## src/rtl/datapath_pkg.sv

```systemverilog
// Shared definitions for the SNES-controller demo datapath: button indices,
// poll state encoding and hex-to-7-segment helpers.
package datapath_pkg;

  localparam int BTN_B      = 0;
  localparam int BTN_Y      = 1;
  localparam int BTN_SELECT = 2;
  localparam int BTN_START  = 3;
  localparam int BTN_UP     = 4;
  localparam int BTN_DOWN   = 5;
  localparam int BTN_LEFT   = 6;
  localparam int BTN_RIGHT  = 7;
  localparam int BTN_A      = 8;
  localparam int BTN_X      = 9;
  localparam int BTN_L      = 10;
  localparam int BTN_R      = 11;

  typedef enum logic [2:0] {
    IDLE,
    LATCH,
    LOW,
    HIGH,
    UPDATE
  } poll_state_t;

  localparam logic [27:0] SEG_ZERO4 = 28'h8102040;

  // Active-low segments, bit0 = a ... bit6 = g
  function automatic logic [6:0] hex_to_seg(input logic [3:0] v);
    logic [6:0] seg;
    seg = 7'h7F;
    case (v)
      4'h0: seg = 7'h40;
      4'h1: seg = 7'h79;
      4'h2: seg = 7'h24;
      4'h3: seg = 7'h30;
      4'h4: seg = 7'h19;
      4'h5: seg = 7'h12;
      4'h6: seg = 7'h02;
      4'h7: seg = 7'h78;
      4'h8: seg = 7'h00;
      4'h9: seg = 7'h10;
      4'hA: seg = 7'h08;
      4'hB: seg = 7'h03;
      4'hC: seg = 7'h46;
      4'hD: seg = 7'h21;
      4'hE: seg = 7'h06;
      4'hF: seg = 7'h0E;
      default: seg = 7'h7F;
    endcase
    return seg;
  endfunction

  function automatic logic [27:0] hex4_to_seg(input logic [15:0] v);
    return {hex_to_seg(v[15:12]), hex_to_seg(v[11:8]),
            hex_to_seg(v[7:4]), hex_to_seg(v[3:0])};
  endfunction

endpackage

```

## src/rtl/datapath_snes_reader.sv

```systemverilog
// SNES controller poller: latch pulse, 15 clock pulses, 16-bit capture,
// then a one-cycle valid strobe alongside the freshly loaded buttons word.
//
// state  | meaning
// IDLE   | wait POLL_GAP cycles between polls
// LATCH  | data_latch high for 2*HALF_PERIOD, bit0 captured on exit
// LOW    | snes_clk low for HALF_PERIOD
// HIGH   | snes_clk high for HALF_PERIOD, bit[idx] captured on first cycle
// UPDATE | buttons <= ~shift, strobe valid
module snes_reader
  import datapath_pkg::*;
#(
  parameter int HALF_PERIOD = 600,
  parameter int POLL_GAP    = 1666000
) (
  input  logic        clk,
  input  logic        reset,
  input  logic        serial_data,
  output logic        snes_clk,
  output logic        data_latch,
  output logic [15:0] buttons,
  output logic        valid
);

  localparam int CNT_MAX = (POLL_GAP > 2 * HALF_PERIOD) ? POLL_GAP : 2 * HALF_PERIOD;
  localparam int CW      = (CNT_MAX > 2) ? $clog2(CNT_MAX) : 1;

  localparam logic [CW-1:0] GAP_TC   = CW'(POLL_GAP - 1);
  localparam logic [CW-1:0] LATCH_TC = CW'(2 * HALF_PERIOD - 1);
  localparam logic [CW-1:0] HALF_TC  = CW'(HALF_PERIOD - 1);

  poll_state_t   state, state_next;
  logic [CW-1:0] cnt;
  logic          tc;
  logic [3:0]    idx;
  logic [15:0]   shift;
  logic          sd_r;

  always_comb begin
    state_next = state;
    tc         = 1'b0;
    case (state)
      IDLE: begin
        tc = (cnt == GAP_TC);
        if (tc) state_next = LATCH;
      end
      LATCH: begin
        tc = (cnt == LATCH_TC);
        if (tc) state_next = LOW;
      end
      LOW: begin
        tc = (cnt == HALF_TC);
        if (tc) state_next = HIGH;
      end
      HIGH: begin
        tc = (cnt == HALF_TC);
        if (tc) state_next = (idx == 4'd15) ? UPDATE : LOW;
      end
      UPDATE: begin
        tc         = 1'b1;
        state_next = IDLE;
      end
      default: begin
        tc         = 1'b1;
        state_next = IDLE;
      end
    endcase
  end

  always_ff @(posedge clk or posedge reset) begin
    if (reset) begin
      state   <= IDLE;
      cnt     <= '0;
      idx     <= '0;
      shift   <= '0;
      sd_r    <= 1'b0;
      buttons <= '0;
      valid   <= 1'b0;
    end else begin
      state <= state_next;
      cnt   <= tc ? '0 : cnt + CW'(1);
      sd_r  <= serial_data;
      valid <= 1'b0;
      case (state)
        LATCH: if (tc) begin
          shift[0] <= sd_r;
          idx      <= 4'd1;
        end
        HIGH: begin
          // sd_r here reflects the line as it stood while snes_clk was low
          if (cnt == '0) shift[idx] <= sd_r;
          if (tc) idx <= idx + 4'd1;
        end
        UPDATE: begin
          buttons <= ~shift;
          valid   <= 1'b1;
        end
        default: ;
      endcase
    end
  end

  assign snes_clk   = (state != LOW);
  assign data_latch = (state == LATCH);

endmodule

```

## src/rtl/datapath.sv

```systemverilog
// SNES demo top: polls the controller, moves a 16-bit position with the
// d-pad/A/B, and shows it in hex. Define SHOW_BUTTONS_EN to display the raw buttons.
module datapath
  import datapath_pkg::*;
#(
  parameter int HALF_PERIOD = 600,
  parameter int POLL_GAP    = 1666000
) (
  input  logic        clk,
  input  logic        reset,
  input  logic        serial_data,
  output logic        snes_clk,
  output logic        data_latch,
  output logic [27:0] display
);

  logic [15:0] buttons;
  logic        btn_valid;
  logic [15:0] position;
  logic [15:0] delta;

  snes_reader #(
    .HALF_PERIOD (HALF_PERIOD),
    .POLL_GAP    (POLL_GAP)
  ) u_reader (
    .clk         (clk),
    .reset       (reset),
    .serial_data (serial_data),
    .snes_clk    (snes_clk),
    .data_latch  (data_latch),
    .buttons     (buttons),
    .valid       (btn_valid)
  );

  // Opposing pairs cancel naturally because both terms are summed
  always_comb begin
    delta = '0;
    if (buttons[BTN_UP])   delta = delta + 16'h0001;
    if (buttons[BTN_DOWN]) delta = delta - 16'h0001;
    if (buttons[BTN_A])    delta = delta + 16'h0010;
    if (buttons[BTN_B])    delta = delta - 16'h0010;
  end

  always_ff @(posedge clk or posedge reset) begin
    if (reset) begin
      position <= '0;
    end else if (btn_valid) begin
      position <= position + delta;
    end
  end

`ifdef SHOW_BUTTONS_EN
  assign display = hex4_to_seg(buttons);
`else
  assign display = hex4_to_seg(position);
`endif

endmodule

```

## config.mk

```make
export PLATFORM = sky130hd
export DESIGN_NAME = datapath
export DESIGN_NICKNAME = d
export VERILOG_FILES = /design/src/rtl/datapath_pkg.sv /design/src/rtl/datapath_snes_reader.sv /design/src/rtl/datapath.sv
export SDC_FILE = /design/constraint.sdc
export NUM_CORES = 1
export LEC_CHECK = 0
export CORE_UTILIZATION = 35
export DETAILED_ROUTE_END_ITERATION = 7
export GPL_TIMING_DRIVEN = 0
export PLACE_DENSITY_LB_ADDON = 0.25
export SKIP_CTS_REPAIR_TIMING = 1
export SLEW_MARGIN = 20
export SYNTH_ARGS = -nofsm -noshare
export SYNTH_HDL_FRONTEND = slang
export SYNTH_SLANG_ARGS = --single-unit
```

## constraint.sdc

```tcl
create_clock -name clk -period 5.76 [get_ports clk]
set_input_delay 1.152 -clock clk [delete_from_list [all_inputs] [get_ports clk]]
set_output_delay 1.152 -clock clk [all_outputs]
set_load 0.01 [all_outputs]
```

==> reports/qor.csv, run 1 <==
stage,metric,value,unit
logic_synthesis,Unique masters post-synth,57,
critical_path,CP arrival,3.97,ns
hold_path,hold depth,1,
grt,met3 Resource Use GR,0.0204,
route,top sig layer,met4,
timing,Final Max Tran Viols,0,
logic_synthesis,"Cell Area, Synth",0.00434,sq mm
hold_path,Hold Path Class,reg2reg,
timing,Fmax,264,MHz
grt,first-pass GRT wire length,16000,um
power_and_ir_drop,Reg power frac,0.513,
run,max-cap violations,0,
power_and_ir_drop,Pwr Total,740,uW
power_and_ir_drop,P_int,596,uW
clock_network,Root Buffer,clkbuf_16,
power_and_ir_drop,P_seq,380,uW
floorplan,Die Y,113,um
route,met3 WL,153,um
critical_path,worst-path fanout max,15,
cells_and_area,Seq. cell area,0.00135,sq mm
timing,final hold violation count,0,
cells_and_area,invs w/o clock,30,
power_and_ir_drop,PD cells,147,mW/mm^2
floorplan,Core Region,0.0121,sq mm
logic_synthesis,Largest logic family,simple AND/OR/NAND/NOR gates,
timing,final setup fails,0,
cells_and_area,clock network area share,0.0335,
power_and_ir_drop,Comb pwr share,0.012,
route,DR pass1 iterations,4,
route,via count,3608,
route,final WL,9050,um
clock_network,CTS tree,built,
floorplan,Die Wd,113,um
cells_and_area,FILL cells,1202,
cells_and_area,cell type taking the most area,combinational gates,
logic_synthesis,adder share,0.130,
route,met1 wire length,4290,um
floorplan,Rows,40,
power_and_ir_drop,worst vdd ir,0.000113,V
critical_path,crit-path cells,"inv_1, ha_1, clkbuf_1, inv_1, a31oi_2, ha_1, nand2_1, o31ai_1, a41oi_1, o21ai_0, xor2_1, mux2_2",
logic_synthesis,post-synthesis mux area share,0.0776,
timing,Slew headroom,0.481,
logic_synthesis,number of flops mapped to enable cells by yosys,0,
logic_synthesis,main flop type,dfrtp_1,
route,Residual DRC,0,
power_and_ir_drop,Net Sw Frac,0.195,
clock_network,clk buf depth,2,
cells_and_area,"Area growth, synth to finish",16.3,%
cells_and_area,logic share of the area,0.556,
place,buffers added on ports,32,
cells_and_area,Logic Gate Count,394,
clock_network,clock sink count,54,
cells_and_area,Buffers excl. clock,52,
logic_synthesis,"Simple Share, Synth",0.220,
cells_and_area,"Core Util, Final",0.418,
place,Routability Congestion,0.819,
critical_path,reg2reg path depth,12,
cells_and_area,Seq/total area,0.268,
logic_synthesis,"Net Count, Synth",546,
floorplan,FP Util,0.360,
grt,most used routing layer,met2,
floorplan,# IOs,33,
timing,RSZ-0062 raised after global routing,false,
timing,post-layout period usage,0.657,
grt,largest net degree at the start of global routing,55,
cells_and_area,final cell count without fillers,705,
clock_network,clock transition at the registers of the reported paths,0.07,ns
timing,Period minus WS final,3.79,ns
cells_and_area,Flop Count,54,
timing,Slew @ Worst Pin,0.777,ns
status,status,completed,
critical_path,Crit. End Element,flip-flop,
place,DP Wirelength,6710,um
logic_synthesis,yosys warns,0,
place,placed cell areas,0.00488,sq mm
floorplan,Die ar.,0.0128,sq mm
logic_synthesis,aoi share,0.147,
cells_and_area,share of cells above drive strength 1,0.0689,
logic_synthesis,Post-Syn Area per Cell,8.71,sq um
critical_path,Max stage delay on crit path,0.67,ns
power_and_ir_drop,Comb power,8.97,uW
critical_path,Critical Path Source Type,flip-flop,
logic_synthesis,Yosys reg bits,54,
run,tool warning count,50,
cells_and_area,post-route cell area,0.00505,sq mm
logic_synthesis,post-synthesis sequential area ratio,0.311,
route,Post-DRT Antenna Nets,0,
cells_and_area,fin nets,585,
cells_and_area,clock buffers,6,
route,wire length on met2,4530,um
grt,initial antenna violation count,0,
floorplan,Well Taps,168,
power_and_ir_drop,largest power group,registers,
grt,vias in the first global route,3515,
logic_synthesis,yosys cell count,498,
logic_synthesis,Post-synth ARST share,1.00,
power_and_ir_drop,Switch Pwr,144,uW
critical_path,crit path DRT,5.94,ns
cells_and_area,Combinational Area,0.00280,sq mm
logic_synthesis,XORs/XNORs by Area,0.0706,
timing,final setup TNS,0,ns
logic_synthesis,cell count after synthesis,498,
critical_path,kind of critical path,reg2reg,
critical_path,critical-path cell with the highest stage delay,a31oi_2,
place,placed cells,698,
route,Vias/cell,5.12,
cells_and_area,number of antenna repair diodes,0,
timing,Final WS setup,1.97,ns
clock_network,H-tree lvl count,2,
route,drt wl/cell,12.8,um
grt,GRT Total Usage,0.149,
grt,M2 GR Usage,0.269,
logic_synthesis,Yosys chip area,0.00434,sq mm
grt,grt met1 use,0.188,
place,DP Worst Slack,1.99,ns
power_and_ir_drop,LEAKAGE,2.27,nW
grt,"Remaining Overflow, GRT",0,
cells_and_area,buffering overhead,0.0788,
clock_network,total CTS buffers,5,
route,Iteration-0 DRC Markers,123,
timing,Worst Hold Slack,0.481,ns
==> run 1: worst paths after layout <==
check	from	endpoint	slack [ns]
worst max-delay path	u_reader.buttons[4]	position[14]	1.97
worst min-delay path	u_reader.shift[8]	u_reader.buttons[8]	0.48
worst max register to register	u_reader.buttons[4]	position[14]	1.97
worst min register to register	u_reader.shift[8]	u_reader.buttons[8]	0.48
max in group asynchronous	reset	u_reader.shift[0]	3.98
min in group asynchronous	reset	position[8]	1.33
==> run 1: critical path, delay by kind of cell (launching register included) <==
kind	cells	cell delay, ns
AND-OR/OR-AND	4	1.80
adder cells (fa/ha/maj)	2	0.49
buffers and inverters	3	0.54
AND/OR/NAND/NOR	1	0.10
multiplexers	1	0.27
flip-flops	1	0.37
XOR/XNOR	1	0.10
==> run 1: cells in the final DEF (no fill, tap or decap), types with 3 or more instances in the layout <==
master           Yosys  final
nor2_1              61     61
nand2_1             54     54
dfrtp_1             54     54
ha_1                45     45
clkdlybuf4s50_1      0     32
inv_1               30     29
o21ai_0             27     27
a21oi_1             20     20
xor2_1              19     19
nand3_1             19     19
xnor2_1             16     16
clkbuf_1            15     15
mux2i_1             13     13
a21o_1              10     10
mux2_2               9      9
nor3_1               8      8
a22o_1               8      8
nand2b_1             7      7
and3_1               6      6
nand4_1              5      5
nor2b_1              5      5
a31oi_1              6      5
a32o_1               5      5
clkbuf_16            0      5
mux4_2               4      4
or3b_2               4      4
buf_1                3      3
or3_1                3      3
o21a_1               3      3
==> run 1: cell families (layout without fill, tap and decap cells) <==
| logic type | Yosys count | after routing |
|---|---|---|
| AND-OR/OR-AND | 96 | 96 |
| XOR/XNOR | 35 | 35 |
| adder cells (fa/ha/maj) | 45 | 45 |
| buffers and inverters | 50 | 89 |
| flip-flops | 54 | 54 |
| multiplexers | 27 | 27 |
| AND/OR/NAND/NOR | 191 | 191 |
==> run 1: state kept, by name (all words and copies together) (netlist names) <==
| register | count |
|---|---|
| position | 16 |
| u_reader.buttons | 4 |
| u_reader.cnt | 21 |
| u_reader.idx | 4 |
| u_reader.sd_r | 1 |
| u_reader.shift | 4 |
| u_reader.state | 3 |
| u_reader.valid | 1 |
==> run 1: synth_stat cells, types with 2 or more instances <==
cell	number	area, sq um
o221ai_1	2	17.5
a21o_1	10	75.1
a21oi_1	20	100
o21a_1	3	22.5
xor2_1	19	166
a31oi_1	6	37.5
dfrtp_1	54	1350
nand2b_1	7	43.8
nor2b_1	5	31.3
and3_1	6	37.5
mux4_2	4	90.1
mux2_2	9	101
or4_1	2	15.0
mux2i_1	13	130
nor3b_1	2	15.0
o22ai_1	2	12.5
nand3_1	19	95.1
ha_1	45	563
nor3_1	8	40.0
buf_2	2	10.0
o21ai_0	27	135
buf_1	3	11.3
nand4_1	5	31.3
inv_1	30	113
nand2_1	54	203
a32o_1	5	50.1
a22o_1	8	70.1
clkbuf_1	15	56.3
a22oi_1	2	15.0
or3_1	3	18.8
or3b_2	4	35.0
and2_1	2	12.5
nor2_1	61	229
xnor2_1	16	140
and4_1	2	17.5
nor4_2	2	25.0
Figure 1. Signal wires on met1 (run 1).
Supply wires on this layer in gray.
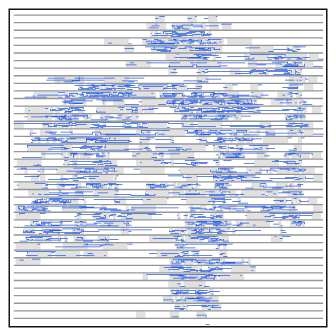
- nets with wire on the layer: 512
- main direction: horizontal
- share of all routed wire: 47%
- wire length on this layer: 4290 um
- longest straight run: 23.5 um

Figure 2. Clock distribution (run 1).
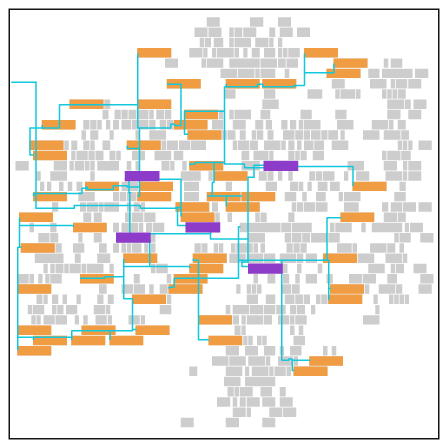
- purple: cells driving clock nets (count 5)
- cyan: clock wires (length 787 um)
- orange: flip-flops (count 54)
- routed clock nets: 6
clk_skew: 0.00711 ns
Insertion Delay late pin: 0.29 ns
clock share of power: 0.475
Clock group: 351 uW

Figure 3. Placement by cell class (run 1).
Scale bar: 20 um.
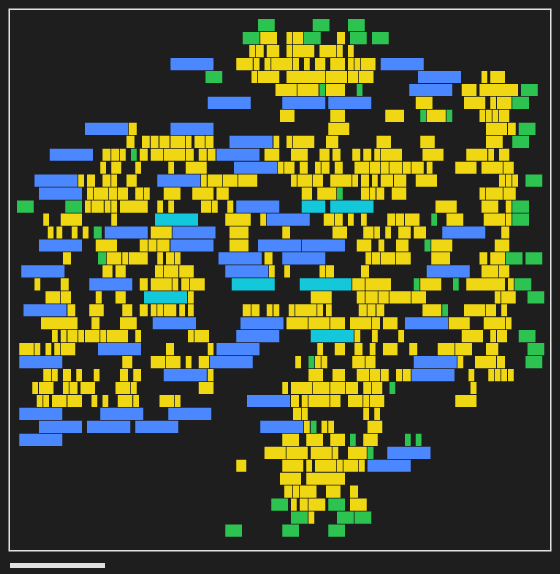
- cyan: clock drivers and dummy loads (cells 7; share of their area 3.5%)
- yellow: all other logic (cells 424; share of their area 60%)
- blue: flip-flops (cells 54; share of their area 28%)
- green: other buffers and delay cells (cells 52; share of their area 8.2%)

Figure 4. Clock routing (run 1).
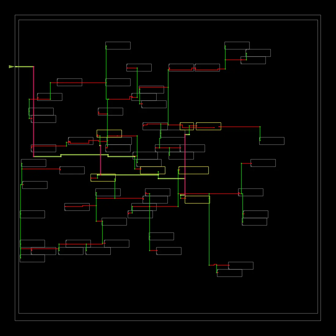

## Run 2: what changed since run 1
==> constraint.sdc (replaced) <==
create_clock -name clk -period 3.3 [get_ports clk]
set_input_delay 0.66 -clock clk [delete_from_list [all_inputs] [get_ports clk]]
set_output_delay 0.66 -clock clk [all_outputs]
set_load 0.01 [all_outputs]
Figure 5. Clock routing (run 2).
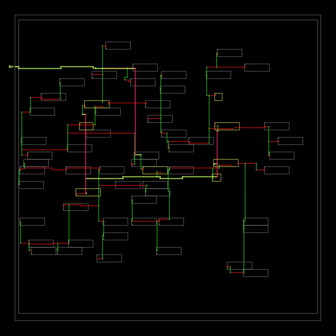
clock sink count: 54
total CTS buffers: 5
clock buffers: 6
clk_skew: 0.00549 ns
Insertion Delay late pin: 0.30 ns

==> run 2 against run 1 <==
First-iteration DRC count increased by 42%. Cell area grew 1.9%. Synthesized cell count stayed put. Clock power grew about 60%. Worst setup slack worse by 1.9 ns. Fmax increased by 19%. Non-clock buffer count up 5. Sequential power rose by 74%. Flip-flop count unchanged. Critical endpoint is now position[15].
==> reports/qor.csv, run 2 <==
stage,metric,value,unit
critical_path,reg2reg setup slack,0.12,ns
logic_synthesis,main flop type,dfrtp_1,
critical_path,critical-path cell with the highest stage delay,dfrtp_1,
floorplan,FP Util,0.360,
clock_network,Root Buffer,clkbuf_16,
floorplan,Rows,40,
cells_and_area,Top Layout Cells,"61 x nor2_1, 54 x nand2_1, 54 x dfrtp_1",
timing,post-layout period usage,0.964,
logic_synthesis,cell count after synthesis,498,
power_and_ir_drop,Net Sw Frac,0.219,
cells_and_area,fin nets,590,
grt,initial antenna violation count,0,
status,status,completed,
place,Routability Congestion,0.819,
cells_and_area,max reg flops,21,
power_and_ir_drop,Switch Pwr,272,uW
route,via count,3574,
clock_network,clk buf depth,2,
route,Vias/cell,5.03,
route,drt wl/cell,12.7,um
critical_path,Critical Path Source Type,flip-flop,
power_and_ir_drop,clock share of power,0.454,
cells_and_area,final cell count without fillers,711,
timing,Slew headroom,0.533,
floorplan,Die Y,113,um
cells_and_area,largest register by flop count,u_reader.cnt,
logic_synthesis,Top cell area share,0.311,
power_and_ir_drop,LEAKAGE,2.31,nW
grt,vias in the first global route,3508,
critical_path,CP top delay family,AND-OR/OR-AND gates,
power_and_ir_drop,P_int,970,uW
route,Post-DRT Antenna Nets,0,
power_and_ir_drop,PD cells,241,mW/mm^2
logic_synthesis,most common cell in the synthesized netlist,nor2_1,
route,Residual DRC,0,
power_and_ir_drop,Pwr Total,1.24,mW
timing,Worst Hold Slack,0.475,ns
clock_network,CTS tree,built,
cells_and_area,"Area growth, synth to finish",18.6,%
critical_path,CP arrival,3.34,ns
cells_and_area,"Core Util, Final",0.427,
cells_and_area,most instantiated logic cell after routing,nor2_1,
floorplan,Die Wd,113,um
critical_path,crit path DRT,3.46,ns
route,final WL,9060,um
timing,final hold violation count,0,
logic_synthesis,yosys cell count,498,
logic_synthesis,number of flops mapped to enable cells by yosys,0,
logic_synthesis,"Cell Area, Synth",0.00434,sq mm
timing,final setup fails,0,
place,buffers added on ports,32,
floorplan,Die ar.,0.0128,sq mm
place,DP Worst Slack,-0.476,ns
grt,"Remaining Overflow, GRT",0,
power_and_ir_drop,worst vdd ir,0.000200,V
route,Iteration-0 DRC Markers,175,
logic_synthesis,Post-synth ARST share,1.00,
power_and_ir_drop,Reg power frac,0.533,
critical_path,crit-path cells,"inv_1, ha_2, ha_1, nor2_1, a31oi_4, buf_4, buf_4, buf_4, ha_4, nand2_1, o221ai_1, a31oi_2, and3_1, a221oi_1, nand2_1, xor2_1",
cells_and_area,share of cells above drive strength 1,0.101,
logic_synthesis,synth cell count leaders,"61 x nor2_1, 54 x dfrtp_1, 54 x nand2_1",
logic_synthesis,Post-Syn Area per Cell,8.71,sq um
timing,final setup TNS,0,ns
timing,Final WS setup,0.120,ns
clock_network,H-tree lvl count,2,
cells_and_area,post-route cell area,0.00514,sq mm
grt,GRT Total Usage,0.150,
power_and_ir_drop,Comb pwr share,0.013,
timing,Fmax,314,MHz
timing,Slew @ Worst Pin,0.701,ns
grt,largest net degree at the start of global routing,55,
logic_synthesis,yosys warns,0,
place,DP Wirelength,6660,um
hold_path,Hold Path Class,reg2reg,
critical_path,kind of critical path,reg2reg,
cells_and_area,number of antenna repair diodes,0,
run,max-cap violations,0,
cells_and_area,top flop regs,"u_reader.cnt (21), position (16)",
route,DR pass1 iterations,4,
logic_synthesis,Yosys chip area,0.00434,sq mm
timing,Period minus WS final,3.18,ns
floorplan,Core Region,0.0121,sq mm
-- run 2: cell counts after synthesis --
No cell type changed its count.
-- run 2: kinds of logic after synthesis --
| family | Yosys count | share of synthesized area |
|---|---|---|
| XOR/XNOR | 35 | 0.0706 |
| multiplexers | 27 | 0.0776 |
| flip-flops | 54 | 0.311 |
| adder cells (fa/ha/maj) | 45 | 0.130 |
| AND-OR/OR-AND | 96 | 0.147 |
| AND/OR/NAND/NOR | 191 | 0.220 |
| buffers and inverters | 50 | 0.0438 |
-- run 2: path summary, 6_finish.rpt --
| check | startpoint | to | depth (start not counted) |
|---|---|---|---|
| worst min register to register | u_reader.shift[5] | u_reader.buttons[5] | 1 |
| max in group asynchronous | reset | u_reader.cnt[8] | 2 |
| worst max-delay path | u_reader.buttons[4] | position[15] | 16 |
| worst max register to register | u_reader.buttons[4] | position[15] | 16 |
| worst min-delay path | u_reader.shift[5] | u_reader.buttons[5] | 1 |
| min in group asynchronous | reset | position[1] | 2 |
-- run 2: final cells by class --
type | instances | area (sq um)
buffer | 18 | 72.6
clock buffer | 6 | 139
clock inverter | 2 | 16.3
fill | 1191 | 6920
inverter | 30 | 115
multi-input combinational | 394 | 2870
sequential | 54 | 1350
tap | 168 | 210
timing repair buffer | 39 | 373
-- run 2: power by group through the flow --
stage	logic [mW]	clock network, mW	registers, mW
finish	0.0159	0.563	0.662
global route	0.0198	0.612	0.662
CTS	0.0175	0.588	0.662
detailed placement	0.0174	0	0.676
global placement	0.0166	0	0.676
floorplan	0.00973	0	0.675
-- run 2: routing by layer --
| metal | track usage | up-vias | wire (um) |
|---|---|---|---|
| met5 | 0 | - | 0 |
| met4 | 0.0395 | 0 | 108 |
| met3 | 0.0214 | 12 | 203 |
| met2 | 0.270 | 42 | 4550 |
| met1 | 0.187 | 1686 | 4200 |
| li1 | - | 1834 | - |
Figure 6. Signal wires on met1 (run 2).
Supply wires on this layer in gray.
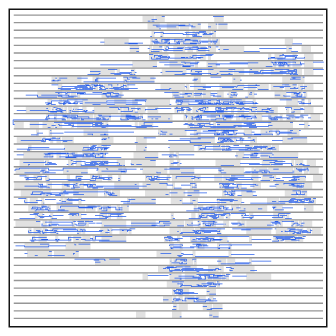

## Run 3: what changed since run 2
--- a/config.mk
+++ b/config.mk
@@ -10,7 +10,7 @@
 export GPL_TIMING_DRIVEN = 0
 export PLACE_DENSITY_LB_ADDON = 0.25
 export SKIP_CTS_REPAIR_TIMING = 1
-export SLEW_MARGIN = 20
+export SLEW_MARGIN = 40
 export SYNTH_ARGS = -nofsm -noshare
 export SYNTH_HDL_FRONTEND = slang
 export SYNTH_SLANG_ARGS = --single-unit
Figure 7. Signal wires on met1 (run 3).
Supply wires on this layer in gray.
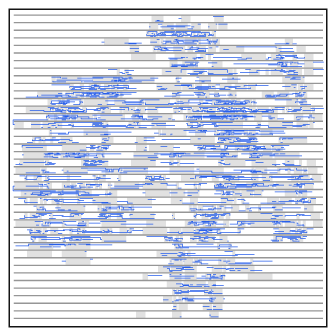
via count: 3587
grt met1 use: 0.193

==> run 3 against run 2 <==
Worst setup slack improved by 0.0069 ns. Critical path depth decreased by 3. Sequential power about the same. Power decreased by 2.7%. Register-to-register slack about the same. Global-route usage decreased by 0.12 points. Combinational power increased by 17%. First-iteration DRC count decreased by 32%. Largest power group unchanged. Highest routed layer unchanged.
==> reports/qor.csv, run 3 <==
stage,metric,value,unit
critical_path,kind of critical path,reg2reg,
power_and_ir_drop,PD cells,235,mW/mm^2
cells_and_area,fin nets,591,
cells_and_area,number of antenna repair diodes,0,
critical_path,CP arrival,3.39,ns
timing,final hold violation count,0,
cells_and_area,post-route cell area,0.00513,sq mm
route,Vias/cell,5.05,
logic_synthesis,Post-Syn Area per Cell,8.71,sq um
clock_network,Root Buffer,clkbuf_16,
logic_synthesis,Yosys chip area,0.00434,sq mm
critical_path,Critical Path Source Type,flip-flop,
cells_and_area,largest register by flop count,u_reader.cnt,
critical_path,Critical Path Start,u_reader.buttons[4],
place,placed cells,699,
logic_synthesis,leading area contributor after synthesis,dfrtp_1,
clock_network,clk buf depth,2,
logic_synthesis,yosys cell count,498,
status,status,completed,
critical_path,reg2reg setup slack,0.13,ns
timing,Worst Hold Slack,0.471,ns
run,max-cap violations,0,
power_and_ir_drop,Reg power frac,0.548,
timing,Fmax,315,MHz
floorplan,Die Y,113,um
logic_synthesis,Top cells by area,"dfrtp_1 31%, ha_1 13%, nor2_1 5.3%",
critical_path,Max stage delay on crit path,0.45,ns
logic_synthesis,yosys warns,0,
critical_path,Setup crit end,position[15],
grt,initial antenna violation count,0,
route,Residual DRC,0,
critical_path,critical-path cell with the highest stage delay,o41a_1,
place,buffers added on ports,32,
logic_synthesis,"Cell Area, Synth",0.00434,sq mm
clock_network,clock sink count,54,
logic_synthesis,Yosys reg bits,54,
power_and_ir_drop,worst vdd ir,0.000168,V
cells_and_area,top flop regs,"u_reader.cnt (21), position (16)",
run,tool warning count,51,
grt,largest net degree at the start of global routing,29,
power_and_ir_drop,LEAKAGE,2.30,nW
timing,RSZ-0062 raised after global routing,true,
grt,GRT Total Usage,0.149,
logic_synthesis,Post-synth ARST share,1.00,
logic_synthesis,most common cell in the synthesized netlist,nor2_1,
critical_path,reg2reg path depth,13,
grt,first-pass GRT wire length,15900,um
cells_and_area,most instantiated logic cell after routing,nor2_1,
floorplan,Rows,40,
power_and_ir_drop,Comb pwr share,0.015,
place,placed cell areas,0.00490,sq mm
clock_network,CTS tree,built,
grt,vias in the first global route,3461,
timing,final setup fails,0,
critical_path,crit-path cells,"inv_1, ha_2, ha_1, nor2_1, a31oi_2, ha_1, clkbuf_1, nand3_1, a21oi_1, a2111oi_4, o41a_1, nand2_1, xor2_1",
clock_network,H-tree lvl count,2,
clock_network,clock transition at the registers of the reported paths,0.07,ns
place,DP Wirelength,6760,um
cells_and_area,max reg flops,21,
critical_path,Crit. End Element,flip-flop,
cells_and_area,final cell count without fillers,711,
timing,Period minus WS final,3.17,ns
floorplan,Die ar.,0.0128,sq mm
timing,Slew @ Worst Pin,0.683,ns
floorplan,Core Region,0.0121,sq mm
floorplan,Die Wd,113,um
logic_synthesis,post-synthesis sequential area ratio,0.311,
route,Post-DRT Antenna Nets,0,
place,Routability Congestion,0.819,
logic_synthesis,main flop type,dfrtp_1,
==> run 3: cell count changes in the layout (fill, tap and decap cells not counted), sizes merged <==
cell      delta
a31oi        +1
clkbuf       +1
buf          -2
inv          -1
clkinvlp     +1
==> run 3: cell type report <==
type / instances / area [sq um]
plain buffers: 20 / 81.3
clock buffers: 5 / 125
clock inverters: 2 / 15.0
fillers: 1201 / 6930
inverters: 30 / 115
multi-input cells: 395 / 2870
flip-flops and latches: 54 / 1350
well taps: 168 / 210
repair buffers: 37 / 370
==> run 3: routing by layer <==
| metal | routed length, um | up-vias | GRT usage | part of all wire |
|---|---|---|---|---|
| li1 | - | 1838 | - | - |
| met1 | 4310 | 1694 | 0.193 | 0.47 |
| met2 | 4510 | 45 | 0.259 | 0.49 |
| met3 | 200 | 10 | 0.0230 | 0.022 |
| met4 | 112 | 0 | 0.0368 | 0.012 |
| met5 | 0 | - | 0 | 0 |
==> run 3: worst min path at each step <==
stage | startpoint | endpoint | slack, ns
6_report | u_reader.shift[5] | u_reader.buttons[5] | 0.47
5_1_grt | u_reader.shift[4] | u_reader.buttons[4] | 0.50
4_1_cts | u_reader.shift[5] | u_reader.buttons[5] | 0.48
3_5_place_dp | u_reader.shift[5] | u_reader.buttons[5] | 0.47
3_3_place_gp | u_reader.shift[4] | u_reader.buttons[4] | 0.46
2_1_floorplan | u_reader.shift[4] | u_reader.buttons[4] | 0.43
==> run 3: power by group through the flow <==
stage,clock (mW),combinational (mW),sequential (mW)
after CTS,0.549,0.0203,0.662
after floorplan,0,0.00973,0.675
final,0.527,0.0186,0.662
after global placement,0,0.0166,0.676
after global routing,0.572,0.0226,0.662
after detailed placement,0,0.0203,0.676
==> run 3: cells by family (layout without fill, tap and decap cells) <==
logic type / after synthesis / in the layout / share of synthesized area
and+or+nand+nor: 191 / 191 / 0.220
AOI/OAI and AO/OA: 96 / 97 / 0.147
DFF: 54 / 54 / 0.311
buffers and inverters: 50 / 94 / 0.0438
adders and majority gates: 45 / 45 / 0.130
xor gates and xnor gates: 35 / 35 / 0.0706
muxes: 27 / 27 / 0.0776
==> run 3: per-stage QoR <==
step	utilization	setup slack (ns)	power (mW)
after floorplan	-	0.103	0.685
after global placement	0.404	-0.465	0.692
after detailed placement	0.406	-0.475	0.696
after CTS	0.418	-0.500	1.23
after global routing	0.426	-0.0842	1.26
final	0.426	0.126	1.21
==> run 3: worst max-delay path: cells and delay by family (launching register included) <==
kind,cells,cell delay (ns)
DFF,1,0.35
AOI/OAI and AO/OA,4,0.98
xor gates and xnor gates,1,0.15
adders and majority gates,3,0.72
buffers and inverters,2,0.41
and+or+nand+nor,3,0.50
Power figures rest on the tool's default switching activity, not on a simulated workload.
